--- config.mk ---
export PLATFORM = sky130hd
export DESIGN_NAME = noc_packetizer
export DESIGN_NICKNAME = d
export VERILOG_FILES = /design/src/rtl/noc_params.sv /design/src/rtl/noc_credit_counter.sv /design/src/rtl/noc_packetizer.sv
export SDC_FILE = /design/constraint.sdc
export NUM_CORES = 1
export LEC_CHECK = 0
export ABC_AREA = 1
export CORE_UTILIZATION = 36
export CTS_CLUSTER_SIZE = 24
export DETAILED_ROUTE_END_ITERATION = 8
export PLACE_DENSITY_LB_ADDON = 0.08
export SYNTH_ARGS = -nofsm -noshare
export SYNTH_HDL_FRONTEND = slang
export SYNTH_SLANG_ARGS = --single-unit
--- constraint.sdc ---
create_clock -name clk -period 2.1 [get_ports clk]
set_clock_uncertainty 0.2 [all_clocks]
set_input_delay 0.42 -clock clk [delete_from_list [all_inputs] [get_ports clk]]
set_output_delay 0.42 -clock clk [all_outputs]
set_load 0.005 [all_outputs]
--- src/rtl/noc_params.sv ---
// rtl/noc_params.sv - shared NoC flit types, sizes and flit builders
package noc_params;
    localparam int VC_NUM            = 2;
    localparam int VC_DEPTH          = 4;
    localparam int VC_SIZE           = (VC_NUM > 1) ? $clog2(VC_NUM) : 1;
    localparam int DEST_ADDR_SIZE_X  = 2;
    localparam int DEST_ADDR_SIZE_Y  = 2;
    localparam int HEAD_PAYLOAD_SIZE = 58;
    localparam int BODY_PAYLOAD_SIZE = 62;

    typedef enum logic [1:0] {
        HEAD     = 2'b00,
        BODY     = 2'b01,
        TAIL     = 2'b10,
        HEADTAIL = 2'b11
    } flit_label_t;

    typedef struct packed {
        logic [DEST_ADDR_SIZE_X-1:0]  x_dest;
        logic [DEST_ADDR_SIZE_Y-1:0]  y_dest;
        logic [HEAD_PAYLOAD_SIZE-1:0] head_pl;
    } head_data_t;

    typedef union packed {
        head_data_t                   head_data;
        logic [BODY_PAYLOAD_SIZE-1:0] bt_pl;
    } flit_data_t;

    typedef struct packed {
        flit_label_t flit_label;
        flit_data_t  data;
    } flit_t;

    typedef enum logic [0:0] {
        PK_IDLE = 1'b0,
        PK_BODY = 1'b1
    } pktzr_state_t;

    function automatic flit_t make_head_flit(
        input logic [DEST_ADDR_SIZE_X-1:0]  x,
        input logic [DEST_ADDR_SIZE_Y-1:0]  y,
        input logic [HEAD_PAYLOAD_SIZE-1:0] pl,
        input logic                         is_tail
    );
        flit_t f;
        f.flit_label             = is_tail ? HEADTAIL : HEAD;
        f.data.head_data.x_dest  = x;
        f.data.head_data.y_dest  = y;
        f.data.head_data.head_pl = pl;
        return f;
    endfunction

    function automatic flit_t make_body_flit(
        input logic [BODY_PAYLOAD_SIZE-1:0] pl,
        input logic                         is_tail
    );
        flit_t f;
        f.flit_label = is_tail ? TAIL : BODY;
        f.data.bt_pl = pl;
        return f;
    endfunction
endpackage

--- src/rtl/noc_credit_counter.sv ---
// rtl/noc_credit_counter.sv - per-VC credit counter with saturation
module noc_credit_counter #(
    parameter int DEPTH = 4
) (
    input  logic                         clk,
    input  logic                         rst_n,
    input  logic                         inc_i,
    input  logic                         dec_i,
    output logic [$clog2(DEPTH+1)-1:0]   count_o,
    output logic                         nonzero_o
);
    localparam int CW = $clog2(DEPTH+1);

    logic [CW-1:0] r_count;

    // Simultaneous send and return cancel out; a surplus return saturates.
    always_ff @(posedge clk or negedge rst_n) begin
        if (!rst_n) begin
            r_count <= CW'(DEPTH);
        end else if (inc_i && !dec_i) begin
            if (r_count != CW'(DEPTH)) r_count <= r_count + 1'b1;
        end else if (dec_i && !inc_i && r_count != '0) begin
            r_count <= r_count - 1'b1;
        end
    end

    assign count_o   = r_count;
    assign nonzero_o = (r_count != '0);

    a_no_overflow: assert property (@(posedge clk) disable iff (!rst_n)
        !(inc_i && !dec_i && r_count == CW'(DEPTH)));
endmodule

--- src/rtl/noc_packetizer.sv ---
// rtl/noc_packetizer.sv - local-port flit transmitter with per-VC credit flow control
module noc_packetizer
    import noc_params::*;
#(
    parameter int MAX_PKT_FLITS = 8,
    parameter int VC_NUM        = noc_params::VC_NUM,
    parameter int VC_DEPTH      = noc_params::VC_DEPTH
) (
    input  logic                                 clk,
    input  logic                                 rst_n,
    input  logic                                 pkt_valid_i,
    output logic                                 pkt_ready_o,
    input  logic [DEST_ADDR_SIZE_X-1:0]          pkt_x_dest_i,
    input  logic [DEST_ADDR_SIZE_Y-1:0]          pkt_y_dest_i,
    input  logic [HEAD_PAYLOAD_SIZE-1:0]         pkt_head_pl_i,
    input  logic [$clog2(MAX_PKT_FLITS+1)-1:0]   pkt_len_i,
    input  logic                                 pl_valid_i,
    output logic                                 pl_ready_o,
    input  logic [BODY_PAYLOAD_SIZE-1:0]         pl_data_i,
    output logic                                 flit_valid_o,
    output flit_t                                flit_o,
    output logic [VC_SIZE-1:0]                   vc_o,
    input  logic                                 credit_valid_i,
    input  logic [VC_SIZE-1:0]                   credit_vc_i,
    output logic                                 busy_o
);
    localparam int LEN_W = $clog2(MAX_PKT_FLITS+1);
    localparam int CW    = $clog2(VC_DEPTH+1);

    pktzr_state_t       r_state;
    logic               r_flit_valid;
    flit_t              r_flit;
    logic [VC_SIZE-1:0] r_vc;
    logic [VC_SIZE-1:0] r_rr_ptr;
    logic [LEN_W-1:0]   r_rem;

    logic [VC_NUM-1:0]  w_nonzero;
    logic [CW-1:0]      w_credit [VC_NUM];
    logic [VC_NUM-1:0]  w_inc;
    logic [VC_NUM-1:0]  w_dec;
    logic               w_any;
    logic [VC_SIZE-1:0] w_sel;
    logic [VC_SIZE-1:0] w_rr_next;
    logic [VC_SIZE-1:0] w_send_vc;
    logic [LEN_W-1:0]   w_len_eff;
    logic               w_pkt_acc;
    logic               w_pl_acc;
    logic               w_send;

    always_comb begin
        w_len_eff = pkt_len_i;
        if (pkt_len_i == '0)
            w_len_eff = LEN_W'(1);
        else if (pkt_len_i > LEN_W'(MAX_PKT_FLITS))
            w_len_eff = LEN_W'(MAX_PKT_FLITS);
    end

    // Walk downward so the eligible VC closest to rr_ptr is assigned last.
    always_comb begin
        w_any = 1'b0;
        w_sel = r_rr_ptr;
        for (int i = VC_NUM-1; i >= 0; i--) begin
            if (w_nonzero[(int'(r_rr_ptr) + i) % VC_NUM]) begin
                w_any = 1'b1;
                w_sel = VC_SIZE'((int'(r_rr_ptr) + i) % VC_NUM);
            end
        end
    end

    assign w_rr_next = (w_sel == VC_SIZE'(VC_NUM-1)) ? '0 : w_sel + 1'b1;
    assign w_pkt_acc = (r_state == PK_IDLE) && pkt_valid_i && w_any;
    assign w_pl_acc  = (r_state == PK_BODY) && pl_valid_i && w_nonzero[r_vc];
    assign w_send    = w_pkt_acc || w_pl_acc;
    assign w_send_vc = (r_state == PK_IDLE) ? w_sel : r_vc;

    generate
        for (genvar v = 0; v < VC_NUM; v++) begin : g_vc
            assign w_dec[v] = w_send && (w_send_vc == VC_SIZE'(v));
            assign w_inc[v] = credit_valid_i && (credit_vc_i == VC_SIZE'(v));
            noc_credit_counter #(.DEPTH(VC_DEPTH)) u_cc (
                .clk       (clk),
                .rst_n     (rst_n),
                .inc_i     (w_inc[v]),
                .dec_i     (w_dec[v]),
                .count_o   (w_credit[v]),
                .nonzero_o (w_nonzero[v])
            );
        end
    endgenerate

    always_ff @(posedge clk or negedge rst_n) begin
        if (!rst_n) begin
            r_state      <= PK_IDLE;
            r_flit_valid <= 1'b0;
            r_flit       <= '0;
            r_vc         <= '0;
            r_rr_ptr     <= '0;
            r_rem        <= '0;
        end else begin
            r_flit_valid <= w_send;
            if (w_pkt_acc) begin
                r_flit   <= make_head_flit(pkt_x_dest_i, pkt_y_dest_i, pkt_head_pl_i,
                                           w_len_eff == LEN_W'(1));
                r_vc     <= w_sel;
                r_rr_ptr <= w_rr_next;
                if (w_len_eff > LEN_W'(1)) begin
                    r_state <= PK_BODY;
                    r_rem   <= w_len_eff - LEN_W'(1);
                end
            end else if (w_pl_acc) begin
                r_flit <= make_body_flit(pl_data_i, r_rem == LEN_W'(1));
                r_rem  <= r_rem - LEN_W'(1);
                if (r_rem == LEN_W'(1)) r_state <= PK_IDLE;
            end
        end
    end

    assign pkt_ready_o  = w_pkt_acc;
    assign pl_ready_o   = w_pl_acc;
    assign flit_valid_o = r_flit_valid;
    assign flit_o       = r_flit;
    assign vc_o         = r_vc;
    assign busy_o       = (r_state != PK_IDLE);

    a_len_range: assert property (@(posedge clk) disable iff (!rst_n)
        pkt_valid_i |-> pkt_len_i <= LEN_W'(MAX_PKT_FLITS));
    a_send_has_credit: assert property (@(posedge clk) disable iff (!rst_n)
        w_send |-> w_credit[w_send_vc] != '0);
endmodule
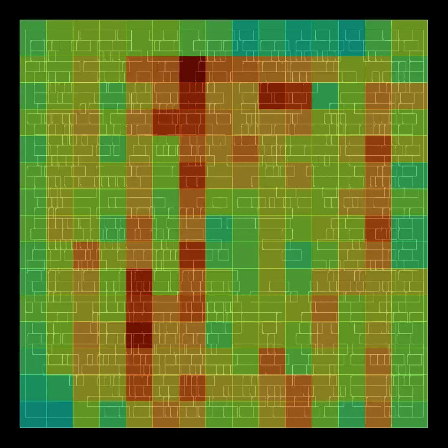
congestion_map.png
wire per inst: 15.4 microns
M2 GR Usage: 41.4%
GRT Overall Usage: 23.0%

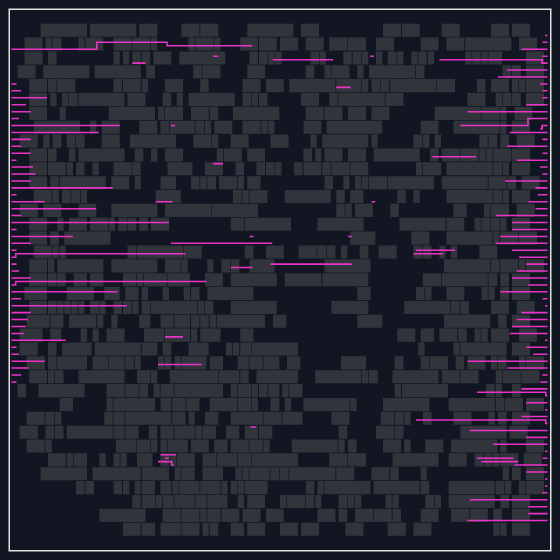
m3.png
Cells faint in the background.
The wires run mostly horizontal. The layer holds 6.8% of the routed length. 127 nets have wire on it. The layer carries 889 microns of wire. The longest straight run is 37.3 microns.
vias: 4216
met3 GRT Util: 5.09%
WL final: 13.1 mm

==> reports/metrics.csv <==
metric,value,unit
outcome,finished with violations,
violations,setup timing,
ys_types,31,
r2r.worst_path.cells,13,
fp_util,37.4,%
ant_nets,0,
ys.flops,78,
synth_nets,615,
tns,-0.0232,ns
use_met1,26.8,%
cts_tree,done,
pg_comb,0.00477,W
row_count,37,
whs_endpoint,flit_o[63],
grt_pass1_wl,20.1,mm
synthToLayoutAreaGrowth,71.1,%
die_h,106,microns
mux_area_share,0,%
peakVddDrop,0.755,mV
min_path_type,register to register,
rsz0062_at_grt,true,
setup_viol,1,
yosys_area,3890,sq um
fillerInstances,904,
post_cts_buffers,11,
synth_cells,475,
yosys-top-cells-count,"nand2_1, dfrtp_1, o21ai_0",
power_leader,combinational cells,
powerSeq,0.00275,W
nNetsFinal,848,
arrival,2.21,ns
power_switching,0.00329,W
seq_power_share,31.6,%
timing.final.ws_setup,-0.0232,ns
wl_met2,6.64,mm
crit_cells,13,
p_int,0.00541,W
swShare,37.8,%
reg2reg_from,g_vc[0].u_cc.count_o[0],
grt_max_degree,56,
clock_sinks,78,
gp_congestion,0.794,
cp.buffers_inverters,1,
yosysWarnings,0,
slew_headroom,77.2,%
design.die.area,11200,sq um
grt_pass1_vias,4173,
async_flop_share,100,%
ff_type,dfrtp_1,
largest_area_cell,dfrtp_1,
max_slew.worst_pin.slew,0.341,ns
place_ws,-0.458,ns
drc,0,
top_cell,nand2_1,
topCombFamilyByArea,simple AND/OR/NAND/NOR gates,
power,0.00870,W
cts_root_buffer,clkbuf_8,
whs,0.317,ns
clk_pin_slew,0.09,ns
synthesis.area,3890,sq um
layout_min_cycle_time,2.12,ns
overflow,0,
synthTopCellsByArea,"dfrtp_1, o21ai_0, nand2_1",
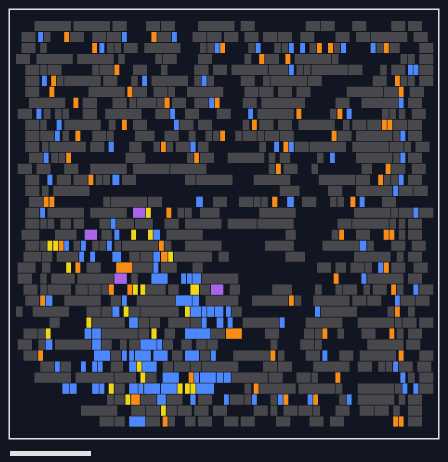
gates.png
The bar under the picture is 20 microns long.
Key: nor cells = orange [cells 71, where widely spread]; xor and xnor cells = purple [cells 4, where middle left]; nand cells = blue [cells 125, where widely spread]; inv cells = yellow [cells 23]
multi-input combinational area share: 26.9%
most numerous logic cell after layout: clkdlybuf4s50_1
final non-filler cell total: 849

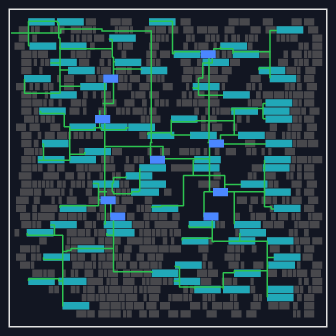
clock_wires.png
Key: clock-net drivers = blue [count 9]; clock wires = green [length 1050 microns]; flip-flops = cyan [count 78]
Position of the flops: widely spread.
clk pwr: 0.00118 W
worst skew pair latency: 0.35 ns
clock network fraction of total power: 13.6%

layout make-up:
cell class / count / area, sq um / area share (%)
inverters: 23 / 88.8 / 1.33
flip-flops and latches: 78 / 1960 / 29.4
multi-input cells: 345 / 1790 / 26.9
repair buffers: 251 / 2440 / 36.7
clock buffers: 10 / 138 / 2.07
well taps: 136 / 170 / 2.56
clock inverters: 6 / 70.1 / 1.05
sequential cells by signal (all words and copies together), names as in the netlist:
signal / count
r_rr_ptr: 1
r_rem: 4
g_vc.u_cc.count_o: 6
flit_valid_o: 1
busy_o: 1
vc_o: 1
flit_o: 64
No activity file was given, so power comes from the tool's default toggle rates.
